--- config.mk ---
export PLATFORM = sky130hd
export DESIGN_NAME = hazard_stall_controller_flat
export DESIGN_NICKNAME = d
export VERILOG_FILES = /design/src/rtl/hazard_stall_controller_if.sv /design/src/rtl/hazard_stall_controller.sv /design/src/flat_wrapper.sv
export SDC_FILE = /design/constraint.sdc
export NUM_CORES = 1
export LEC_CHECK = 0
export ABC_AREA = 1
export CAP_MARGIN = 5
export CORE_ASPECT_RATIO = 0.7
export CORE_MARGIN = 2
export CORE_UTILIZATION = 45
export DETAILED_ROUTE_END_ITERATION = 16
export PLACE_DENSITY_LB_ADDON = 0.25
export SYNTH_ARGS = -nofsm -noshare
export SYNTH_HDL_FRONTEND = slang
export SYNTH_SLANG_ARGS = --single-unit
export TNS_END_PERCENT = 10
--- constraint.sdc ---
create_clock -name clock -period 1.45 [get_ports clock]
set_input_delay 0.145 -clock clock [delete_from_list [all_inputs] [get_ports clock]]
set_output_delay 0.145 -clock clock [all_outputs]
set_load 0.005 [all_outputs]
--- src/rtl/hazard_stall_controller_if.sv ---
// ============================================================================
// Module : hazard_stall_controller_if
// Brief  : Decode-side hazard bus between ID/EX/PC logic and the hazard
//          stall controller.
// Rev    : 1.0  initial release
// ============================================================================
`default_nettype none

interface hazard_stall_controller_if;
    logic [4:0]  id_rs;
    logic [4:0]  id_rt;
    logic        id_uses_rt;
    logic        id_uses_hilo;
    logic        ex_mem_read;
    logic [4:0]  ex_rt;
    logic        md_start;
    logic        md_is_div;
    logic        jump_req;
    logic        stall_fetch;
    logic        bubble_ex;
    logic        flush_if_id;
    logic        jump_accept;
    logic        md_busy;
    logic [31:0] stall_cycles;

    // Pipeline side: drives decode/EX status, consumes stall controls
    modport master (
        output id_rs, id_rt, id_uses_rt, id_uses_hilo,
        output ex_mem_read, ex_rt, md_start, md_is_div, jump_req,
        input  stall_fetch, bubble_ex, flush_if_id, jump_accept,
        input  md_busy, stall_cycles
    );

    // Controller side
    modport slave (
        input  id_rs, id_rt, id_uses_rt, id_uses_hilo,
        input  ex_mem_read, ex_rt, md_start, md_is_div, jump_req,
        output stall_fetch, bubble_ex, flush_if_id, jump_accept,
        output md_busy, stall_cycles
    );
endinterface

`default_nettype wire

--- src/rtl/hazard_stall_controller.sv ---
// ============================================================================
// Module : hazard_stall_controller
// Brief  : Load-use / HI-LO hazard stall, bubble, flush and jump gating for
//          the 5-stage pipeline, with MULT/DIV occupancy FSM and stall counter.
// Rev    : 1.0  initial release
// ============================================================================
`default_nettype none

module hazard_stall_controller #(
    parameter int MUL_LATENCY = 5,
    parameter int DIV_LATENCY = 32,
    parameter int CNT_W       = 6
) (
    input  wire logic                 clock,
    input  wire logic                 reset,
    hazard_stall_controller_if.slave  hz
);

    localparam logic [CNT_W-1:0] c_MUL_LOAD = CNT_W'(MUL_LATENCY - 1);
    localparam logic [CNT_W-1:0] c_DIV_LOAD = CNT_W'(DIV_LATENCY - 1);

    typedef enum logic [0:0] {
        RUN     = 1'b0,
        MD_BUSY = 1'b1
    } state_t;

    state_t             r_state;
    state_t             w_state_next;
    logic [CNT_W-1:0]   r_cnt;
    logic [CNT_W-1:0]   w_cnt_next;
    logic [31:0]        r_stall_cycles;

    logic w_md_busy;
    logic w_load_use;
    logic w_hilo_haz;
    logic w_stall;
    logic w_jump_accept;

    always_ff @(posedge clock) begin
        if (reset) begin
            r_state <= RUN;
            r_cnt   <= '0;
        end else begin
            r_state <= w_state_next;
            r_cnt   <= w_cnt_next;
        end
    end

    // md_start while busy cannot happen (decode is stalled on HI/LO), so it is ignored
    always_comb begin
        w_state_next = r_state;
        w_cnt_next   = r_cnt;
        case (r_state)
            RUN: begin
                if (hz.md_start) begin
                    w_state_next = MD_BUSY;
                    w_cnt_next   = hz.md_is_div ? c_DIV_LOAD : c_MUL_LOAD;
                end
            end
            MD_BUSY: begin
                if (r_cnt == '0) begin
                    w_state_next = RUN;
                end else begin
                    w_cnt_next = r_cnt - 1'b1;
                end
            end
            default: begin
                w_state_next = RUN;
                w_cnt_next   = '0;
            end
        endcase
    end

    assign w_md_busy  = (r_state == MD_BUSY);

    // r0 is hard-wired zero, so a load targeting it never creates a dependency
    assign w_load_use = hz.ex_mem_read && (hz.ex_rt != 5'd0) &&
                        ((hz.ex_rt == hz.id_rs) ||
                         (hz.id_uses_rt && (hz.ex_rt == hz.id_rt)));
    assign w_hilo_haz = w_md_busy && hz.id_uses_hilo;

    assign w_stall       = !reset && (w_load_use || w_hilo_haz);
    assign w_jump_accept = !reset && hz.jump_req && !w_stall;

    always_ff @(posedge clock) begin
        if (reset) begin
            r_stall_cycles <= '0;
        end else if (w_stall) begin
            r_stall_cycles <= r_stall_cycles + 32'd1;
        end
    end

    assign hz.stall_fetch  = w_stall;
    assign hz.bubble_ex    = w_stall;
    assign hz.jump_accept  = w_jump_accept;
    assign hz.flush_if_id  = w_jump_accept;
    assign hz.md_busy      = w_md_busy;
    assign hz.stall_cycles = r_stall_cycles;

endmodule

`default_nettype wire
--- src/flat_wrapper.sv ---
// flat-port wrapper written by rule: the top's interface ports become plain ports
module hazard_stall_controller_flat 
#(
    parameter int MUL_LATENCY = 5,
    parameter int DIV_LATENCY = 32,
    parameter int CNT_W       = 6
)
  (clock, reset, hz_id_rs, hz_id_rt, hz_id_uses_rt, hz_id_uses_hilo, hz_ex_mem_read, hz_ex_rt, hz_md_start, hz_md_is_div, hz_jump_req, hz_stall_fetch, hz_bubble_ex, hz_flush_if_id, hz_jump_accept, hz_md_busy, hz_stall_cycles);
  hazard_stall_controller_if hz_i ();
  input  wire logic clock;
  input  wire logic reset;
  input wire logic [$bits(hz_i.id_rs)-1:0] hz_id_rs;
  input wire logic [$bits(hz_i.id_rt)-1:0] hz_id_rt;
  input wire logic [$bits(hz_i.id_uses_rt)-1:0] hz_id_uses_rt;
  input wire logic [$bits(hz_i.id_uses_hilo)-1:0] hz_id_uses_hilo;
  input wire logic [$bits(hz_i.ex_mem_read)-1:0] hz_ex_mem_read;
  input wire logic [$bits(hz_i.ex_rt)-1:0] hz_ex_rt;
  input wire logic [$bits(hz_i.md_start)-1:0] hz_md_start;
  input wire logic [$bits(hz_i.md_is_div)-1:0] hz_md_is_div;
  input wire logic [$bits(hz_i.jump_req)-1:0] hz_jump_req;
  output wire logic [$bits(hz_i.stall_fetch)-1:0] hz_stall_fetch;
  output wire logic [$bits(hz_i.bubble_ex)-1:0] hz_bubble_ex;
  output wire logic [$bits(hz_i.flush_if_id)-1:0] hz_flush_if_id;
  output wire logic [$bits(hz_i.jump_accept)-1:0] hz_jump_accept;
  output wire logic [$bits(hz_i.md_busy)-1:0] hz_md_busy;
  output wire logic [$bits(hz_i.stall_cycles)-1:0] hz_stall_cycles;
  assign hz_i.id_rs = hz_id_rs;
  assign hz_i.id_rt = hz_id_rt;
  assign hz_i.id_uses_rt = hz_id_uses_rt;
  assign hz_i.id_uses_hilo = hz_id_uses_hilo;
  assign hz_i.ex_mem_read = hz_ex_mem_read;
  assign hz_i.ex_rt = hz_ex_rt;
  assign hz_i.md_start = hz_md_start;
  assign hz_i.md_is_div = hz_md_is_div;
  assign hz_i.jump_req = hz_jump_req;
  assign hz_stall_fetch = hz_i.stall_fetch;
  assign hz_bubble_ex = hz_i.bubble_ex;
  assign hz_flush_if_id = hz_i.flush_if_id;
  assign hz_jump_accept = hz_i.jump_accept;
  assign hz_md_busy = hz_i.md_busy;
  assign hz_stall_cycles = hz_i.stall_cycles;
  hazard_stall_controller #(.MUL_LATENCY(MUL_LATENCY), .DIV_LATENCY(DIV_LATENCY), .CNT_W(CNT_W)) u_core (.clock(clock), .reset(reset), .hz(hz_i));
endmodule
==> images/m1.png <==
(4 px per um) Supply wires on this layer in gray.
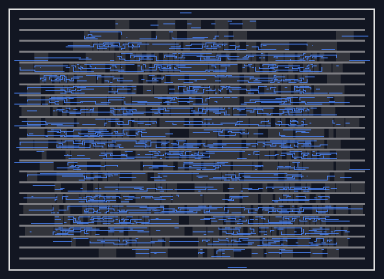
share of all routed wire = 46%
wire length on this layer = 3,080 um
via count: 2,754
final wirelength: 6680 um
GRT met1 Usage: 29.7%

==> images/m2.png <==
(4 px per um)
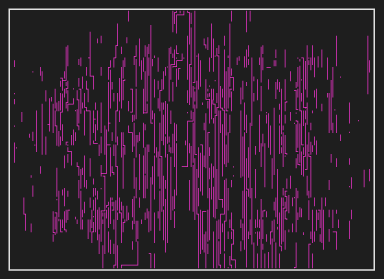
nets with wire on the layer = 410
share of all routed wire = 46%
GRT met2 Usage: 36.4%

==> impl_metrics.toml <==
# physical design summary
[timing]
max_freq_mhz = 664
setup_ws_ns = -0.0553
rsz0062_at_grt = "true"
setup_viol = 13
setup_tns_ns = -0.377
period_used_pct = 104
hold_violations = 0

[worst_hold_path]
worstHoldStart = "u_core.r_cnt[1]$_SDFFE_PP0P_"
hold_path_end = "u_core.r_cnt[1]$_SDFFE_PP0P_"
hold_path_depth = 2

[detailed_routing]
drtPass1Iterations = 5
drc = 0

[logic_synthesis]
synthArstFlopShare_pct = 0
syn_area_mm2 = 0.00238
ys_cells = 388
simple_gate_share_pct = 43.8
netlist-cell-type-count = 30
ys_sh_adder_pct = 1.05
edf_count = 0
numSynthFlops = 39
ys_sh_mux_pct = 0
syn_inst = 388

[outcome]
outcome = "finished, violations left"
violations = "setup timing"

[clock_tree]
cts.clk_slew.worst_paths_ns = 0.08
clock_latency_ns = 0.30
cts_root_buf = "clkbuf_8"
numCtsBuffers = 5

[pwr]
switching_share_pct = 27.4
powerSeq_mw = 1.12
top_power_group = "sequential cells"
pwr-share-comb_pct = 18.6

[critical_path]
setup.worst_path.start_class = "register"
arrival_ns = 1.70
reg2reg_to = "u_core.hz.stall_cycles[28]$_SDFFE_PP0P_"

[grt]
grt_usage_pct = 22.2
grt_max_degree = 24
overflow = 0

[layout]
clock_buffers = 8
clk_share_pct = 2.77
combGateArea_mm2 = 0.00142
nNetsFinal = 518
post-route-cell-area_mm2 = 0.00362
layout_top_cell = "nand2_1"
fin_cells = 566
diodes = 0

[placed_design]
placed_cells = 547
gp_congestion = 0.811

[flow_run]
max_cap_viol_count = 0
==> images/m3.png <==
(6 px per um)
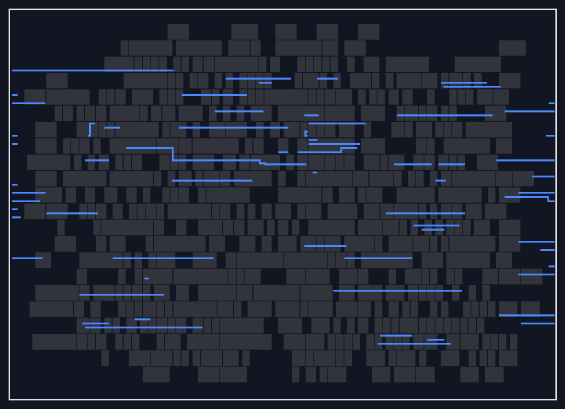
main direction = horizontal
share of all routed wire = 6.7%
nets with wire on the layer = 55
wire length on this layer = 448 um
met3 Use GR: 5.81%

==> images/clock_wires.png <==
(3 px per um)
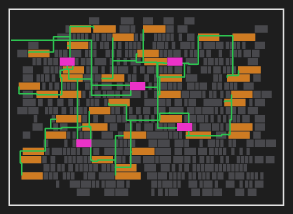
orange -> flip-flops  # count 39
magenta -> clock-net drivers  # count 5
green -> clock wires  # length 532 um
flops lie = all over the die
routed clock nets = 6
clk pwr: 0.820 mW
Clock power frac: 34.4%

## critical path, delay by kind of cell, from the launching register on
kind	cells	cell delay, ns
adders and majority gates	1	0.15
DFF	1	0.37
and+or+nand+nor	9	0.90
## routing by layer
| layer | vias up | wire [um] | track usage, % |
|---|---|---|---|
| li1 | 1420 | - | - |
| met1 | 1220 | 3080 | 29.7 |
| met2 | 103 | 3070 | 36.4 |
| met3 | 11 | 447 | 5.81 |
| met4 | 0 | 85 | 4.36 |
| met5 | - | 0 | 0 |
## timing repair
| action | in CTS | in global routing |
|---|---|---|
| pin swaps | 15 | 18 |
| buffers inserted | 4 | 7 |
| setup endpoints to repair | 36 | 58 |
| resized | 45 | 56 |
## flip-flops by register name, indices dropped and copies added, names as in the netlist
name                    count
u_core.hz.md_busy           1
u_core.hz.stall_cycles     32
u_core.r_cnt                6
No activity file was given, so power comes from the tool's default toggle rates.
